Fig. 1: run 1, met1 routing
Scale: 4 px per um. Supply wires on this layer in grey.
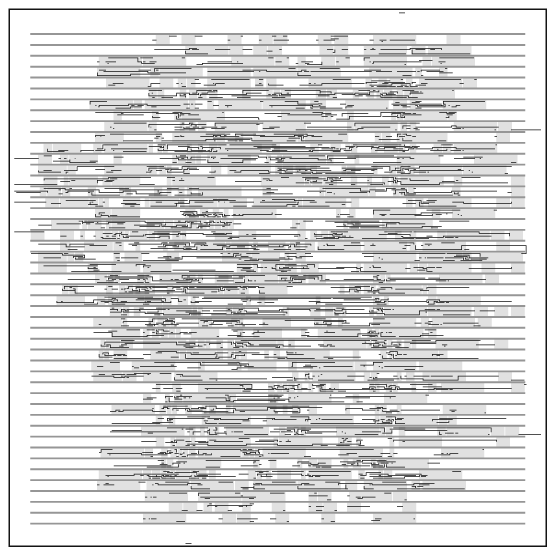
Fig. 2: run 1, placement by cell class
Scale: 3 px per um.
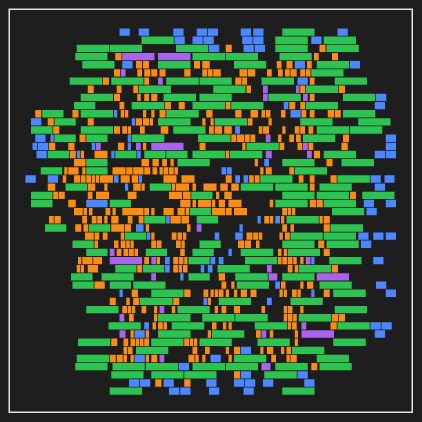
Fig. 3: run 1, cell density map
Scale: 3 px per um. The die is cut into 13 by 13 equal tiles; dark blue is low, red is high, 0 to 100% covered.
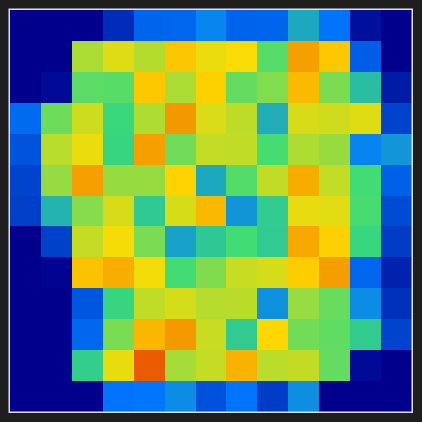
Fig. 4: run 1, placed standard cells
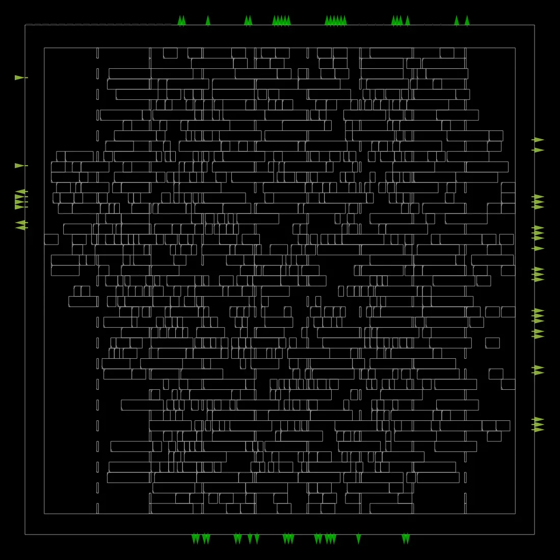
--- config.mk ---
export PLATFORM = sky130hd
export DESIGN_NAME = spi_cfg_regbank
export DESIGN_NICKNAME = d
export VERILOG_FILES = /design/src/rtl/spi_cfg_regbank.sv
export SDC_FILE = /design/constraint.sdc
export NUM_CORES = 1
export LEC_CHECK = 0
export CAP_MARGIN = 30
export CORE_MARGIN = 5
export CORE_UTILIZATION = 45
export CTS_BUF_LIST = sky130_fd_sc_hd__clkbuf_2
export DETAILED_ROUTE_END_ITERATION = 16
export GPL_TIMING_DRIVEN = 0
export PLACE_DENSITY = 0.66
export SLEW_MARGIN = 20
export SYNTH_ARGS = -nofsm -noshare
export SYNTH_HDL_FRONTEND = slang
export SYNTH_SLANG_ARGS = --single-unit
--- constraint.sdc ---
create_clock -name clk_i -period 4.9 [get_ports clk_i]
set_input_delay 0.49 -clock clk_i [delete_from_list [all_inputs] [get_ports clk_i]]
set_output_delay 0.49 -clock clk_i [all_outputs]
set_load 0.05 [all_outputs]
--- src/rtl/spi_cfg_regbank.sv ---
// rtl/spi_cfg_regbank.sv - addressed SPI config register bank with shadow/commit, trigger and write mute
// Optional readback (miso port, read frames) is enabled by defining SPI_READBACK_EN.
module spi_cfg_regbank #(
    parameter int NUM_REGS    = 8,
    parameter int REG_W       = 8,
    parameter int SYNC_STAGES = 2
) (
    input  logic                      clk_i,
    input  logic                      rst_i,
    input  logic                      sclk_i,
    input  logic                      mosi_i,
    input  logic                      nss_i,
    output logic [NUM_REGS*REG_W-1:0] cfg_out_o,
    output logic                      mute_o,
`ifdef SPI_READBACK_EN
    output logic                      trig_o,
    output logic                      miso_o
`else
    output logic                      trig_o
`endif
);
    localparam int AW = $clog2(NUM_REGS);
    localparam int CW = $clog2(REG_W);

    typedef enum logic [1:0] {S_IDLE, S_CMD, S_DATA, S_IGNORE} state_t;

    state_t state_q, state_d;

    logic [SYNC_STAGES-1:0] sclk_sync_q, mosi_sync_q, nss_sync_q;
    logic                   sclk_prev_q, nss_prev_q;
    logic                   sclk_s, mosi_s, nss_s;
    logic                   sclk_rise, nss_rise, nss_fall;

    logic [6:0]       cmd_q;
    logic [CW-1:0]    bit_cnt_q;
    logic [AW-1:0]    addr_q, addr_next;
    logic [REG_W-2:0] data_sh_q;
    logic             wr_q, tr_q, have_word_q;
    logic             armed_q, mute_q, trig_q, commit_q;
    logic [REG_W-1:0] shadow_q [NUM_REGS];
    logic [REG_W-1:0] cfg_q    [NUM_REGS];

    logic [7:0] cmd_byte;
    logic [5:0] cmd_addr;
    logic       addr_ok, cmd_done, word_done;
    logic       cmd_wr, cmd_tr, cmd_valid;
    logic       commit_d, trig_d;

    assign sclk_s    = sclk_sync_q[SYNC_STAGES-1];
    assign mosi_s    = mosi_sync_q[SYNC_STAGES-1];
    assign nss_s     = nss_sync_q[SYNC_STAGES-1];
    assign sclk_rise = sclk_s & ~sclk_prev_q;
    assign nss_rise  = nss_s & ~nss_prev_q;
    assign nss_fall  = ~nss_s & nss_prev_q;

    assign cmd_byte  = {cmd_q, mosi_s};
    assign cmd_addr  = cmd_byte[5:0];
    assign addr_ok   = {1'b0, cmd_addr} < 7'(NUM_REGS);
    assign cmd_wr    = cmd_byte[7] & addr_ok;
    assign cmd_tr    = ~cmd_byte[7] & cmd_byte[6];
    assign cmd_done  = (state_q == S_CMD) && sclk_rise && (bit_cnt_q == CW'(7));
    assign word_done = (state_q == S_DATA) && sclk_rise && (bit_cnt_q == CW'(REG_W - 1));
    assign addr_next = (addr_q == AW'(NUM_REGS - 1)) ? '0 : addr_q + AW'(1);

`ifdef SPI_READBACK_EN
    logic cmd_rd, rd_q;
    assign cmd_rd    = ~cmd_byte[7] & ~cmd_byte[6] & addr_ok;
    assign cmd_valid = cmd_wr | cmd_tr | cmd_rd;
`else
    assign cmd_valid = cmd_wr | cmd_tr;
`endif

    // A final sclk edge arriving with the nss rise is taken first, so a word it completes still commits.
    assign commit_d = nss_rise && (state_q == S_DATA) && wr_q && (have_word_q || word_done);
    assign trig_d   = nss_rise && (((state_q == S_DATA) && tr_q) || (cmd_done && cmd_tr));

    always_comb begin
        state_d = state_q;
        case (state_q)
            S_IDLE:  if (nss_fall && armed_q) state_d = S_CMD;
            S_CMD:   if (cmd_done) state_d = cmd_valid ? S_DATA : S_IGNORE;
            default: ;
        endcase
        if (nss_rise) state_d = S_IDLE;
    end

    always_ff @(posedge clk_i) begin
        if (rst_i) begin
            sclk_sync_q <= '0;
            mosi_sync_q <= '0;
            nss_sync_q  <= '0;
            sclk_prev_q <= 1'b0;
            nss_prev_q  <= 1'b0;
            state_q     <= S_IDLE;
            cmd_q       <= '0;
            bit_cnt_q   <= '0;
            addr_q      <= '0;
            data_sh_q   <= '0;
            wr_q        <= 1'b0;
            tr_q        <= 1'b0;
            have_word_q <= 1'b0;
            armed_q     <= 1'b0;
            mute_q      <= 1'b0;
            trig_q      <= 1'b0;
            commit_q    <= 1'b0;
`ifdef SPI_READBACK_EN
            rd_q        <= 1'b0;
`endif
            for (int i = 0; i < NUM_REGS; i++) begin
                shadow_q[i] <= '0;
                cfg_q[i]    <= '0;
            end
        end else begin
            sclk_sync_q <= {sclk_sync_q[SYNC_STAGES-2:0], sclk_i};
            mosi_sync_q <= {mosi_sync_q[SYNC_STAGES-2:0], mosi_i};
            nss_sync_q  <= {nss_sync_q[SYNC_STAGES-2:0], nss_i};
            sclk_prev_q <= sclk_s;
            nss_prev_q  <= nss_s;
            state_q     <= state_d;
            armed_q     <= armed_q | nss_s;
            commit_q    <= commit_d;
            trig_q      <= trig_d;

            if (commit_q) begin
                for (int i = 0; i < NUM_REGS; i++) cfg_q[i] <= shadow_q[i];
                mute_q <= 1'b0;
            end
            if (nss_rise && !commit_d) mute_q <= 1'b0;

            case (state_q)
                S_IDLE: begin
                    bit_cnt_q   <= '0;
                    have_word_q <= 1'b0;
                end
                S_CMD: if (sclk_rise) begin
                    cmd_q     <= cmd_byte[6:0];
                    bit_cnt_q <= bit_cnt_q + CW'(1);
                    if (cmd_done) begin
                        bit_cnt_q <= '0;
                        addr_q    <= cmd_addr[AW-1:0];
                        wr_q      <= cmd_wr;
                        tr_q      <= cmd_tr;
`ifdef SPI_READBACK_EN
                        rd_q      <= cmd_rd;
`endif
                        // Shadow may hold leftovers of an aborted frame; resync it before writing.
                        if (cmd_wr) begin
                            for (int i = 0; i < NUM_REGS; i++) shadow_q[i] <= cfg_q[i];
                            mute_q <= !nss_rise;
                        end
                    end
                end
                S_DATA: if (sclk_rise) begin
                    data_sh_q <= {data_sh_q[REG_W-3:0], mosi_s};
                    bit_cnt_q <= bit_cnt_q + CW'(1);
                    if (word_done) begin
                        bit_cnt_q   <= '0;
                        addr_q      <= addr_next;
                        have_word_q <= 1'b1;
                        if (wr_q) shadow_q[addr_q] <= {data_sh_q, mosi_s};
                    end
                end
                default: ;
            endcase
        end
    end

`ifdef SPI_READBACK_EN
    logic             sclk_fall, miso_q;
    logic [REG_W-1:0] rd_word;
    assign sclk_fall = ~sclk_s & sclk_prev_q;
    assign rd_word   = cfg_q[addr_q];

    always_ff @(posedge clk_i) begin
        if (rst_i || nss_rise || (state_q != S_DATA) || !rd_q) begin
            miso_q <= 1'b0;
        end else if (sclk_fall) begin
            miso_q <= rd_word[CW'(REG_W - 1) - bit_cnt_q];
        end
    end
    assign miso_o = miso_q;
`endif

    for (genvar g = 0; g < NUM_REGS; g++) begin : g_out
        assign cfg_out_o[g*REG_W +: REG_W] = cfg_q[g];
    end

    assign mute_o = mute_q;
    assign trig_o = trig_q;

endmodule

==> run summary, run 1 <==
Implementation progress

The main area contributors are sky130_fd_sc_hd__edfxtp_1 56%, sky130_fd_sc_hd__dfxtp_1 11%, sky130_fd_sc_hd__nand2_1 5.3%. The cell total in the yosys stat output stands at 592. According to the dpl log, the detail-placed design has an HPWL of 10600 um. The number of buffers inserted for hold repair after clock tree synthesis stands at 0.

The worst relative slew slack stands at 0.512. Summing over the stages, the warning tally comes to 29. Routing resource usage on met2 recorded by global route was 0.282. The fraction of registers with async set/reset stands at 0. Post-CTS repair changed the size of 0 cells. The largest total area in the synthesized netlist belongs to sky130_fd_sc_hd__edfxtp_1. The via count of the first global-routing pass stands at 4625. The core region area stands at 15100 um2. Per the layout area report, the register area comes to 4580 um2. The maximum clock frequency stands at 0.382 GHz. The layout report lists the multi-input gate area as 2090 um2. The number of setup buffers added after CTS is 0. Setup repair after global routing left no endpoint under its margin.

The area fraction in compound gates after synthesis stands at 0.0750. Overall routing resource usage recorded by global route was 0.179. The CTS sink count stands at 165.

In this run, the synthesized area fraction spent on xor and xnor cells is recorded as 0. The post-route non-filler standard cell count stands at 884. In the layout the commonest cells are 128 x sky130_fd_sc_hd__edfxtp_1, 97 x sky130_fd_sc_hd__nand2_1, 69 x sky130_fd_sc_hd__clkdlybuf4s50_1.

Broken down by cell family, the worst path's largest delay share belongs to simple AND/OR/NAND/NOR gates. The actual transition at the worst max-transition pin stands at 0.726 ns. The number of buffers and inverters on the critical path stands at 3. After synthesis, the largest family of logic cells by area is simple AND/OR/NAND/NOR gates. The power of the clock network stands at 0.000913 W.

For reference, the most critical setup path is categorized as reg2reg. Counting pins that exceed their max-slew limit in the final report gives 0. The worst path meets setup with 2.28 ns of slack. The most used flip-flop cell after synthesis is sky130_fd_sc_hd__edfxtp_1. The count of max-cap constraint violations stands at 0.

Across the placement rows, the number of tap cells is 188. The area fraction in and, or, nand and nor cells after synthesis stands at 0.204. met2 is the most crowded layer.

Per the detail_route report, routed wire per instance is 17.5 um. The first global-routing pass estimated 24700 um of wire. Per the log, the first TritonRoute iteration ended with a DRC count of 501.

The floorplan step defined a die boundary enclosing 17900 um2. The proportion of cell area occupied by multi-input gates stands at 0.256. Synthesis instantiated 41 different standard cells from the library. The minimum setup slack among reg-to-reg paths stands at 2.28 ns. In the post-synthesis netlist, the cell with the most instances is sky130_fd_sc_hd__edfxtp_1. Looking at the hold checks, the worst path lands on state_q[1].

The finished layout cell area stands at 8180 um2. Hold is met by 0.178 ns. Of the total standard cell area in the layout, the sequential portion is 0.560. For met3 alone, demand over resource in global routing was 0.0461. The largest individual stage delay along the critical path comes from the cell sky130_fd_sc_hd__or4_1. STA classifies the critical path endpoint as a flip-flop. The I/O pin count stands at 71. The number of instances in the synthesized netlist stands at 592. Counting the inverters off the clock network in the layout gives 12. The flow ran to the end, and the final reports show no timing, DRC or antenna violations. The sum of routed wire length over all layers stands at 15500 um. The net switching power figure stands at 0.000635 W.

TritonCTS built the clock tree. The type recorded for the worst min-delay path is in2reg. Yosys reports the multiplexer fraction of the synthesized area as 0.00870. The non-clock buffering overhead in the final layout stands at 0.110.

The ratio of final minimum period to clock period stands at 0.534. In this run the mean area of a mapped cell was 11.7 um2. The cell count after placement stands at 851. Per the final layout report, the fraction of cells sized above drive strength 1 comes to 0.0978.

In the final layout, excluding clock buffers the buffer count is 113. The cell sitting at the root of the clock tree is a sky130_fd_sc_hd__clkbuf_2. The number of cells on the worst reg-to-reg path is 8. CTS reports a maximum clock tree buffer depth of 2. The vertical die dimension stands at 134 um. The cell area after placement stands at 7860 um2. The post-route total power stands at 0.00269 W.

According to the timing report, the critical path is launched from bit_cnt_q[0]. STA on the placed design reports a worst setup slack of 2.34 ns. The power report lists the sequential group at 0.00158 W. Of the total synthesized cell area, the portion taken by full adders, half adders and majority gates is 0.0145. In this run the VDD rail shows a maximum IR drop of 0.166 mV. The power per standard cell area stands at 329 nW/um2. met1 track demand over resource after global routing is 0.239. Per the TritonCTS log, the buffer count is 17.
Back to the opening pictures, Fig. 1:
main direction	horizontal
wire length on this layer	7130 um

Back to the opening pictures, Fig. 2:
colour	class	cells	share of their area
green	sequential cells	165	58%
orange	remaining logic cells	385	27%
purple	clock drivers and dummy loads	32	4.0%
blue	remaining buffers and delay cells	113	11%

Back to the opening pictures, Fig. 3:
fullest tile	90%
emptiest ninth of the die	bottom left
tiles over 75% full	14%

Back to the opening pictures, Fig. 4:
final core utilization: 0.540
final-layout fill cell count: 1296

Fig. 5: run 1, wires at chosen ports, followed through buffers
Scale: 2 px per um.
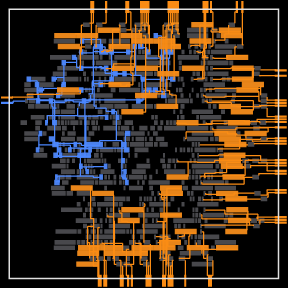

==> inputs of run 2 (changes only) <==
--- a/config.mk
+++ b/config.mk
@@ -11,7 +11,7 @@
 export CTS_BUF_LIST = sky130_fd_sc_hd__clkbuf_2
 export DETAILED_ROUTE_END_ITERATION = 16
 export GPL_TIMING_DRIVEN = 0
-export PLACE_DENSITY = 0.66
+export PLACE_DENSITY = 0.68
 export SLEW_MARGIN = 20
 export SYNTH_ARGS = -nofsm -noshare
 export SYNTH_HDL_FRONTEND = slang
==> constraint.sdc (replaced) <==
create_clock -name clk_i -period 2.2 [get_ports clk_i]
set_input_delay 0.22 -clock clk_i [delete_from_list [all_inputs] [get_ports clk_i]]
set_output_delay 0.22 -clock clk_i [all_outputs]
set_load 0.05 [all_outputs]
Fig. 6: run 2, wires at chosen ports, followed through buffers
Scale: 2 px per um.
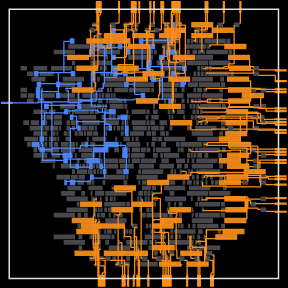
colour	port	bits	direction	edge	end cells	wire
orange	cfg_out_o	64	output	22 right, 21 bottom, 21 top	64	2610 um
blue	rst_i	1	input	left	73	915 um

Fig. 7: run 2, met1 routing
Scale: 4 px per um. Supply wires on this layer in grey.
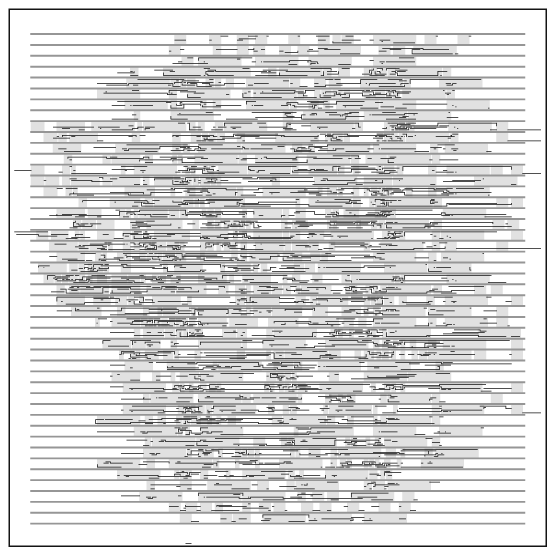
wire length on this layer	7140 um
main direction	horizontal
longest straight run	34.0 um
nets with wire on the layer	675

==> run 2 against run 1 <==
Hold slack worse by 0.040 ns; clock skew up 0.0072 ns; routed wire length up 1.0%; count of clock-buffer cells in the layout up 1; largest power group unchanged; utilization up 1.9 points; register-to-register slack worse by 2.2 ns; worst setup slack worse by 2.2 ns; sequential power up 120%.
==> run summary, run 2 <==
Implementation progress

The buffer count from post-CTS setup fixing came to 7 (+7). The area fraction in compound gates after synthesis stands at 0.0750 (unchanged). The fraction of registers with async set/reset was 0 (unchanged). The synthesized-area fraction occupied by adder cells stands at 0.0145 (unchanged).

In the post-synthesis netlist, the cell with the most instances is sky130_fd_sc_hd__edfxtp_1. The most critical setup path has its startpoint at state_q[0]. The detailed-route wire length per cell was 17.2 um (-1.8%).

The multiplexer share of the synthesized area stands at 0.00870 (unchanged). The finished layout cell area stands at 8470 um2 (+3.5%). The net switching power figure stands at 0.00137 W (+120%). The global router reports that the layer with the highest usage is met2.

The violation count after the first detailed-routing iteration is 511 (+2.0%). The CTS sink count was 165 (unchanged). The share of final-layout standard cells stronger than drive strength 1 stands at 0.154 (+0.0561). The number of instances resized during post-cts repair is 90 (+90). The sequential cell area share came to 0.542 (-0.0184).

The synthesis report names the predominant flop master as sky130_fd_sc_hd__edfxtp_1. The I/O pin count stands at 71 (unchanged). The largest voltage drop on the vdd net stands at 0.269 mV (+62%). The number of buffers and inverters on the critical path is 3 (unchanged). The layout filler cell count stands at 1260 (-2.8%). The pre-CTS worst setup slack came to -0.284 ns (-2.62 ns). The cell area after placement came to 7870 um2 (about the same).

The distinct cell type count after synthesis stands at 41 (unchanged). In the layout the commonest cells are 128 x sky130_fd_sc_hd__edfxtp_1, 94 x sky130_fd_sc_hd__nand2_1, 64 x sky130_fd_sc_hd__dlygate4sd2_1. The cell total in the yosys stat output came to 592 (unchanged). The maximum number of buffers from clock root to sink is 2 (unchanged).

The post-route total power is 0.00546 W (+100%). The sum of routed wire length over all layers stands at 15600 um (+1.0%). The final critical-path setup slack came to 0.0505 ns (-2.23 ns). The number of well taps stands at 188 (unchanged). The ratio of final minimum period to clock period stands at 0.977 (+0.443). The average cell area after synthesis stands at 11.7 um2 (unchanged). The via count of the first global-routing pass stands at 4498 (-2.7%). The power of the clock network stands at 0.00151 W (+65%). The synthesized design spends more area on one cell type than any other, namely sky130_fd_sc_hd__edfxtp_1. The area fraction in and, or, nand and nor cells after synthesis came to 0.204 (unchanged). The power per standard cell area stands at 645 nW/um2 (+96%).

The number of buffers inserted for hold repair after clock tree synthesis came to 4 (+4). The core region area came to 15100 um2 (unchanged). Hold analysis lists the worst path endpoint as sclk_prev_q. The worst relative slew slack stands at 0.570 (+0.0585).

The final hold slack is 0.138 ns (-0.0402 ns). The layout buffer count excluding clock buffers stands at 140 (+24%). The critical path is of the reg2reg type. TritonCTS built the clock tree. STA classifies the critical path endpoint as a flip-flop.

The placed wire-length estimate came to 10400 um (-1.6%). Note that the worst hold path type here is in2reg. The maximum clock frequency stands at 0.465 GHz (+22%). The number of pins exceeding their max-slew limit in the final report was 0 (unchanged). The power attributed to sequential cells stands at 0.00352 W (+120%). The minimum setup slack among reg-to-reg paths came to 0.05 ns (-2.23 ns).

The xor and xnor fraction of the mapped netlist area stands at 0 (unchanged). The timing report shows that the slowest cell on the worst path is sky130_fd_sc_hd__dfxtp_2. The number of instances in the synthesized netlist stands at 592 (unchanged). The post-route non-filler standard cell count came to 909 (+2.8%).

The wire length of the first global-routing pass came to 24400 um (-1.4%). The actual transition at the worst max-transition pin was 0.644 ns (-0.0817 ns). The run finished with clean final reports.

The storage element area is 4590 um2 (about the same).
Power and IR drop assume default switching activity.
